[config.mk]
export PLATFORM = sky130hd
export DESIGN_NAME = button_event_arbiter_flat
export DESIGN_NICKNAME = d
export VERILOG_FILES = /design/src/rtl/button_event_arbiter_pkg.sv /design/src/rtl/button_event_arbiter_if.sv /design/src/rtl/button_event_fifo.sv /design/src/rtl/button_event_arbiter.sv /design/src/flat_wrapper.sv
export SDC_FILE = /design/constraint.sdc
export NUM_CORES = 1
export LEC_CHECK = 0
export CELL_PAD_IN_SITES_DETAIL_PLACEMENT = 1
export CELL_PAD_IN_SITES_GLOBAL_PLACEMENT = 1
export CORE_AREA = 2 2 39 41
export CTS_BUF_LIST = sky130_fd_sc_hd__clkbuf_8
export DETAILED_ROUTE_END_ITERATION = 16
export DIE_AREA = 0 0 41 43
export PLACE_DENSITY = 0.72
export SLEW_MARGIN = 20
export SYNTH_ARGS = -nofsm -noshare
export SYNTH_HDL_FRONTEND = slang
export SYNTH_SLANG_ARGS = --single-unit
[constraint.sdc]
create_clock -name clock -period 2.59 [get_ports clock]
set_input_delay 0.777 -clock clock [delete_from_list [all_inputs] [get_ports clock]]
set_output_delay 0.777 -clock clock [all_outputs]
set_load 0.02 [all_outputs]
[src/rtl/button_event_arbiter_pkg.sv]
// Shared definitions for the button event arbiter.
//   - HIGH/LOW level macros
//   - arb_state_t : SCAN / ACK / CLEAR state encoding
//   - EVENT_FIFO_DEPTH : event buffer depth, 4 when BUTTON_EVENT_FIFO_EN is
//     defined, otherwise 1 (single output register)
//   - id_width() : width of an event id for a given button count
`ifndef HIGH
`define HIGH 1'b1
`endif
`ifndef LOW
`define LOW 1'b0
`endif

package button_event_arbiter_pkg;

  typedef enum logic [1:0] {
    SCAN  = 2'd0,
    ACK   = 2'd1,
    CLEAR = 2'd2
  } arb_state_t;

`ifdef BUTTON_EVENT_FIFO_EN
  localparam int EVENT_FIFO_DEPTH = 4;
`else
  localparam int EVENT_FIFO_DEPTH = 1;
`endif

  function automatic int id_width(input int n);
    return (n > 1) ? $clog2(n) : 1;
  endfunction

endpackage

[src/rtl/button_event_arbiter_if.sv]
// Button/event bus between press detectors, the arbiter and the event consumer.
//   wasPressed : detectors -> arbiter, latched press flags
//   ackPress   : arbiter -> detectors, one-hot acknowledge
//   eventValid : arbiter -> consumer, event id available
//   eventReady : consumer -> arbiter, event accepted
//   eventId    : arbiter -> consumer, index of pressed button
// Modport master is the arbiter side, slave is the detector/consumer side.
interface button_event_arbiter_if
  import button_event_arbiter_pkg::*;
#(
  parameter int NUM_BUTTONS = 4
) ();
  localparam int ID_WIDTH = id_width(NUM_BUTTONS);

  logic [NUM_BUTTONS-1:0] wasPressed;
  logic [NUM_BUTTONS-1:0] ackPress;
  logic                   eventValid;
  logic                   eventReady;
  logic [ID_WIDTH-1:0]    eventId;

  modport master (
    input  wasPressed,
    input  eventReady,
    output ackPress,
    output eventValid,
    output eventId
  );

  modport slave (
    output wasPressed,
    output eventReady,
    input  ackPress,
    input  eventValid,
    input  eventId
  );
endinterface

[src/rtl/button_event_fifo.sv]
// Event id buffer with valid/ready style read side.
//   clock, reset : clock, asynchronous active-high reset (storage cleared)
//   wr_en/wr_data: enqueue; caller only writes when not full or reading
//   rd_en        : dequeue head; caller only reads when valid
//   rd_data      : head entry (0 when empty after reset)
//   valid, full  : occupancy flags
// DEPTH 1 is a plain register; larger depths use a ring buffer.
module button_event_fifo #(
  parameter int DEPTH = 1,
  parameter int WIDTH = 2
) (
  input  logic             clock,
  input  logic             reset,
  input  logic             wr_en,
  input  logic [WIDTH-1:0] wr_data,
  input  logic             rd_en,
  output logic [WIDTH-1:0] rd_data,
  output logic             valid,
  output logic             full
);

  generate
    if (DEPTH == 1) begin : g_reg
      logic [WIDTH-1:0] data_q;
      logic             occ_q;

      always_ff @(posedge clock or posedge reset) begin
        if (reset) begin
          data_q <= '0;
          occ_q  <= 1'b0;
        end else begin
          if (wr_en) data_q <= wr_data;
          // A write while reading replaces the departing entry.
          if (wr_en)      occ_q <= 1'b1;
          else if (rd_en) occ_q <= 1'b0;
        end
      end

      assign rd_data = data_q;
      assign valid   = occ_q;
      assign full    = occ_q;
    end else begin : g_ring
      localparam int PTR_W = $clog2(DEPTH);
      localparam int CNT_W = $clog2(DEPTH + 1);

      logic [WIDTH-1:0] mem [DEPTH];
      logic [PTR_W-1:0] rd_ptr;
      logic [PTR_W-1:0] wr_ptr;
      logic [CNT_W-1:0] count;

      always_ff @(posedge clock or posedge reset) begin
        if (reset) begin
          for (int i = 0; i < DEPTH; i++) mem[i] <= '0;
          rd_ptr <= '0;
          wr_ptr <= '0;
          count  <= '0;
        end else begin
          // When full, wr_ptr == rd_ptr: the write lands in the slot being
          // read out this same edge, which becomes the new tail.
          if (wr_en) begin
            mem[wr_ptr] <= wr_data;
            wr_ptr <= (wr_ptr == PTR_W'(DEPTH - 1)) ? '0 : wr_ptr + PTR_W'(1);
          end
          if (rd_en)
            rd_ptr <= (rd_ptr == PTR_W'(DEPTH - 1)) ? '0 : rd_ptr + PTR_W'(1);
          if (wr_en && !rd_en)      count <= count + CNT_W'(1);
          else if (!wr_en && rd_en) count <= count - CNT_W'(1);
        end
      end

      assign rd_data = mem[rd_ptr];
      assign valid   = (count != '0);
      assign full    = (count == CNT_W'(DEPTH));
    end
  endgenerate

endmodule

[src/rtl/button_event_arbiter.sv]
// Round-robin arbiter turning latched button press flags into a stream of
// button-index events.
//   clock : system clock, rising edge
//   reset : asynchronous active-high reset
//   bus   : button_event_arbiter_if.master (wasPressed, ackPress,
//           eventValid, eventReady, eventId)
// Each press is serviced as SCAN -> ACK -> CLEAR; the CLEAR cycle lets the
// acknowledged detector drop its flag before the next scan.
// Build option: define BUTTON_EVENT_FIFO_EN for a 4-entry event FIFO;
// otherwise events sit in a single output register.
module button_event_arbiter
  import button_event_arbiter_pkg::*;
#(
  parameter int NUM_BUTTONS = 4
) (
  input logic                   clock,
  input logic                   reset,
  button_event_arbiter_if.master bus
);

  localparam int ID_WIDTH = id_width(NUM_BUTTONS);

  arb_state_t          state;
  arb_state_t          state_next;
  logic [ID_WIDTH-1:0] grant;
  logic [ID_WIDTH-1:0] ptr;
  logic [ID_WIDTH-1:0] pick;
  logic [ID_WIDTH-1:0] ptr_next;
  logic                found;
  logic                room;
  logic                enq;
  logic                deq;
  logic                fifo_full;
  logic                fifo_valid;
  logic [ID_WIDTH-1:0] fifo_data;

  // Round-robin pick: first set flag at or above ptr, else first from 0.
  always_comb begin
    found = 1'b0;
    pick  = '0;
    for (int i = 0; i < NUM_BUTTONS; i++) begin
      if (!found && bus.wasPressed[i] && (i >= int'(ptr))) begin
        found = 1'b1;
        pick  = ID_WIDTH'(i);
      end
    end
    for (int i = 0; i < NUM_BUTTONS; i++) begin
      if (!found && bus.wasPressed[i]) begin
        found = 1'b1;
        pick  = ID_WIDTH'(i);
      end
    end
  end

  assign ptr_next = (int'(pick) == NUM_BUTTONS - 1) ? '0 : pick + ID_WIDTH'(1);

  // A full buffer only reports full while holding a valid head, so a ready
  // consumer guarantees a slot frees up on the same edge.
  assign deq  = fifo_valid && bus.eventReady;
  assign room = !fifo_full || bus.eventReady;
  assign enq  = (state == SCAN) && found && room;

  always_comb begin
    state_next = state;
    unique case (state)
      SCAN:    if (enq) state_next = ACK;
      ACK:     state_next = CLEAR;
      CLEAR:   state_next = SCAN;
      default: state_next = SCAN;
    endcase
  end

  always_ff @(posedge clock or posedge reset) begin
    if (reset) begin
      state <= SCAN;
      grant <= '0;
      ptr   <= '0;
    end else begin
      state <= state_next;
      if (enq) begin
        grant <= pick;
        ptr   <= ptr_next;
      end
    end
  end

  assign bus.ackPress = (state == ACK) ? (NUM_BUTTONS'(1) << grant) : '0;

  button_event_fifo #(
    .DEPTH (EVENT_FIFO_DEPTH),
    .WIDTH (ID_WIDTH)
  ) u_fifo (
    .clock   (clock),
    .reset   (reset),
    .wr_en   (enq),
    .wr_data (pick),
    .rd_en   (deq),
    .rd_data (fifo_data),
    .valid   (fifo_valid),
    .full    (fifo_full)
  );

  assign bus.eventValid = fifo_valid;
  assign bus.eventId    = fifo_data;

endmodule

[src/flat_wrapper.sv]
// flat-port wrapper written by rule: the top's interface ports become plain ports
module button_event_arbiter_flat import button_event_arbiter_pkg::*;
#(
  parameter int NUM_BUTTONS = 4
)
  (clock, reset, bus_wasPressed, bus_eventReady, bus_ackPress, bus_eventValid, bus_eventId);
  button_event_arbiter_if #(.NUM_BUTTONS(NUM_BUTTONS)) bus_i ();
  input logic clock;
  input logic reset;
  input wire logic [$bits(bus_i.wasPressed)-1:0] bus_wasPressed;
  input wire logic [$bits(bus_i.eventReady)-1:0] bus_eventReady;
  output wire logic [$bits(bus_i.ackPress)-1:0] bus_ackPress;
  output wire logic [$bits(bus_i.eventValid)-1:0] bus_eventValid;
  output wire logic [$bits(bus_i.eventId)-1:0] bus_eventId;
  assign bus_i.wasPressed = bus_wasPressed;
  assign bus_i.eventReady = bus_eventReady;
  assign bus_ackPress = bus_i.ackPress;
  assign bus_eventValid = bus_i.eventValid;
  assign bus_eventId = bus_i.eventId;
  button_event_arbiter #(.NUM_BUTTONS(NUM_BUTTONS)) u_core (.clock(clock), .reset(reset), .bus(bus_i));
endmodule
==> results.yml, run 1 <==
# generated from flow reports
worst_setup_path:
  critPathMaxStageDelay_ns: 0.63
  cp-start-kind: "flop"
  rr_endpoint: "u_core.ptr[0]"
  required_ns: 1.81
  rrSetupSlack_ns: 1.00
  crit_family: "buffers and inverters"
  cp.depth: 3
job:
  warning_count: 26
die:
  boundaryPins: 14
  rows: 14
final_timing:
  tightest_slew_ns: 0.334
  period_used_pct: 95.3
logic_synthesis:
  top_cell: "dfrtp_1"
  numSynthFlops: 7
  ys_seq_share_pct: 40.3
  top_cell_area_share_pct: 40.3
  synth_cell_types: 25
  xor_share_pct: 0
  synthMuxAreaShare_pct: 4.90
  netlist_top_cells_area: "dfrtp_1 (40%), o31ai_1 (6.9%), nor4_4 (4.9%), nor2b_1 (4.3%), o41ai_2 (3.7%)"
  synth-async-reset-ratio_pct: 100
  yosysWarnings: 0
  synth_top_cell_by_area: "dfrtp_1"
  netlist_instances: 43
  flop_cell: "dfrtp_1"
clock_network:
  cts.htree.levels: 1
  clk_pin_slew_ns: 0.04
  cts_root_buffer: "clkbuf_8"
  postCtsSetupBuffers: 0
power_and_ir_drop:
  pwr-share-comb_pct: 47.4
  pwr-share-clk_pct: 21.1
  power_uw: 700
grt:
  grt_pass1_wl_um: 1840
  use_met3_pct: 3.14
  antenna_found_initial: 0
drt:
  vias_per_cell: 5.23
status:
  status: "completed"
finish:
  flop-count: 7
  nonClockBufferCount: 15
  layout.cells.non_filler: 77
  design_area_um2: 641
  buffer_area_share_pct: 22.7
placement:
  place_ws_ns: 0.144
Run 1, signal wires on met3:
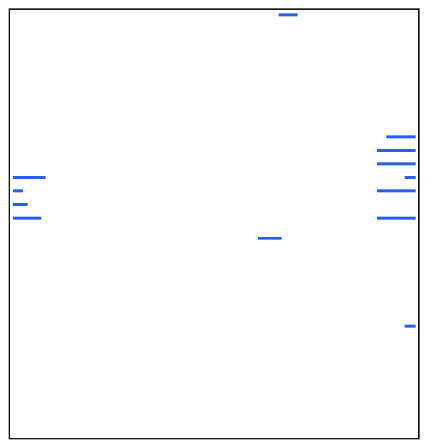
- longest straight run: 3.60 um
- nets with wire on the layer: 12
- wire length on this layer: 29.6 um
- share of all routed wire: 2.9%
- main direction: horizontal

Run 1, the metal 1 layer:
The bar under the picture is 10 um long. Supply wires on this layer in gray.
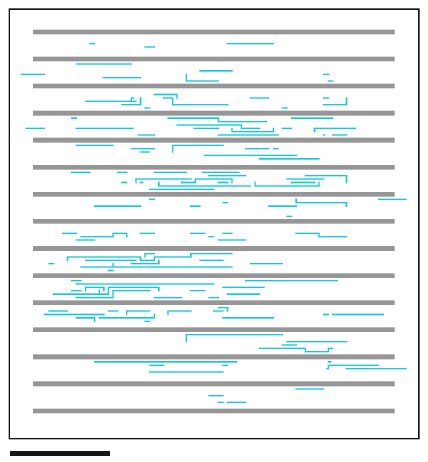
- nets with wire on the layer: 55
- share of all routed wire: 43%
Routed WL: 1040 um
via count: 403
met1 global-route usage: 17.1%

Run 1, met2 routing:
Cells faint in the background.
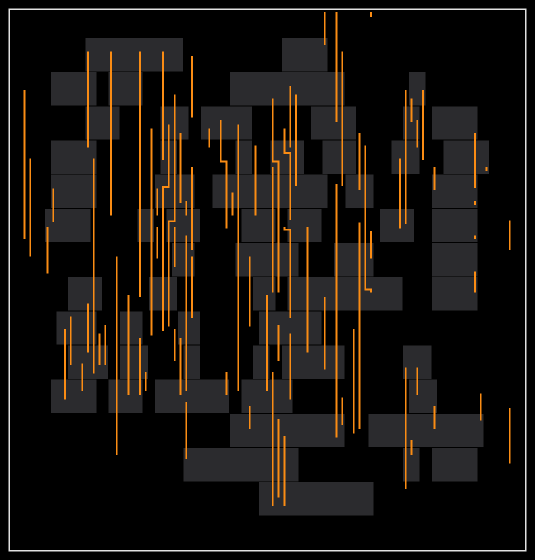
- main direction: vertical
- longest straight run: 21.1 um
- share of all routed wire: 52%
- wire length on this layer: 542 um
- nets with wire on the layer: 60
GR Util met2: 26.3%

Run 1, routed metal per tile:
8 x 9 tiles, from dark blue (low) to red (high), scaled to the fullest tile. Values are wire area over tile area, all layers added.
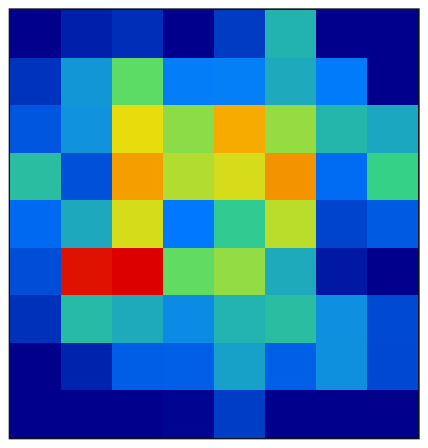

## Run 2: what changed since run 1
--- a/config.mk
+++ b/config.mk
@@ -8,7 +8,6 @@
 export CELL_PAD_IN_SITES_DETAIL_PLACEMENT = 1
 export CELL_PAD_IN_SITES_GLOBAL_PLACEMENT = 1
 export CORE_AREA = 2 2 39 41
-export CTS_BUF_LIST = sky130_fd_sc_hd__clkbuf_8
 export DETAILED_ROUTE_END_ITERATION = 16
 export DIE_AREA = 0 0 41 43
 export PLACE_DENSITY = 0.72
Run 2, routed metal per tile:
8 x 9 tiles, from dark blue (low) to red (high), scaled to the fullest tile. Values are wire area over tile area, all layers added.
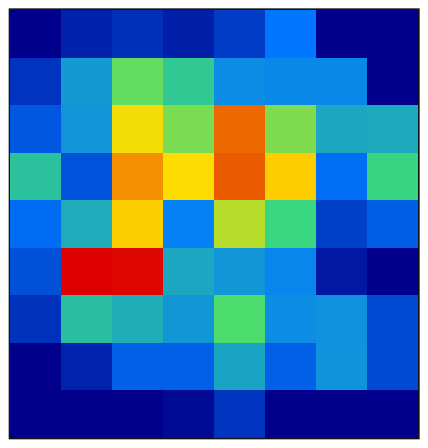
- emptiest ninth of the die: south-west
- tiles over half the peak: 19%
- densest ninth of the die: center
- mean over tiles: 0.090

==> run 2 against run 1 <==
Final cell count stayed put. Global-route usage rose by 0.20 points. Clock power fell by 32%. Critical path depth did not move. Combinational power about the same. Hold slack about the same. Largest cell class unchanged.
==> results.yml, run 2 <==
# generated from flow reports
status:
  status: "completed"
logic_synthesis:
  netlist_top_cells_area: "dfrtp_1 (40%), o31ai_1 (6.9%), nor4_4 (4.9%), nor2b_1 (4.3%), o41ai_2 (3.7%)"
  synth-async-reset-ratio_pct: 100
  netlist_instances: 43
  synth_top_cell_by_area: "dfrtp_1"
  synth_cell_types: 25
  synthMuxAreaShare_pct: 4.90
  ys_seq_share_pct: 40.3
  flop_cell: "dfrtp_1"
  numSynthFlops: 7
  yosysWarnings: 0
clock_network:
  clk_pin_slew_ns: 0.05
  cts_root_buffer: "clkbuf_4"
  postCtsSetupBuffers: 0
finish:
  nonClockBufferCount: 15
  flop-count: 7
  buffer_area_share_pct: 23.3
  layout.cells.non_filler: 77
  design_area_um2: 622
grt:
  antenna_found_initial: 0
  use_met2_pct: 26.3
  grt_pass1_wl_um: 1830
placement:
  place_ws_ns: 0.144
worst_setup_path:
  cp.depth: 3
  critPathMaxStageDelay_ns: 0.63
  cp-start-kind: "flop"
  rrSetupSlack_ns: 1.00
  rr_endpoint: "u_core.ptr[0]"
die:
  rows: 14
  boundaryPins: 14
power_and_ir_drop:
  p_per_area_mw_per_mm2: 1050
  pwr-share-clk_pct: 15.4
  power_uw: 652
final_timing:
  period_used_pct: 96.4
Run 2, signal wires on met3:
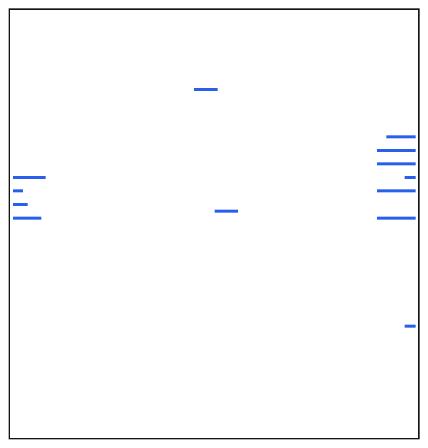
- share of all routed wire: 2.9%
- nets with wire on the layer: 12
- wire length on this layer: 30.1 um
Routed WL: 1030 um
via count: 404
met3 GRT Util: 3.14%

Power figures rest on the tool's default switching activity, not on a simulated workload.
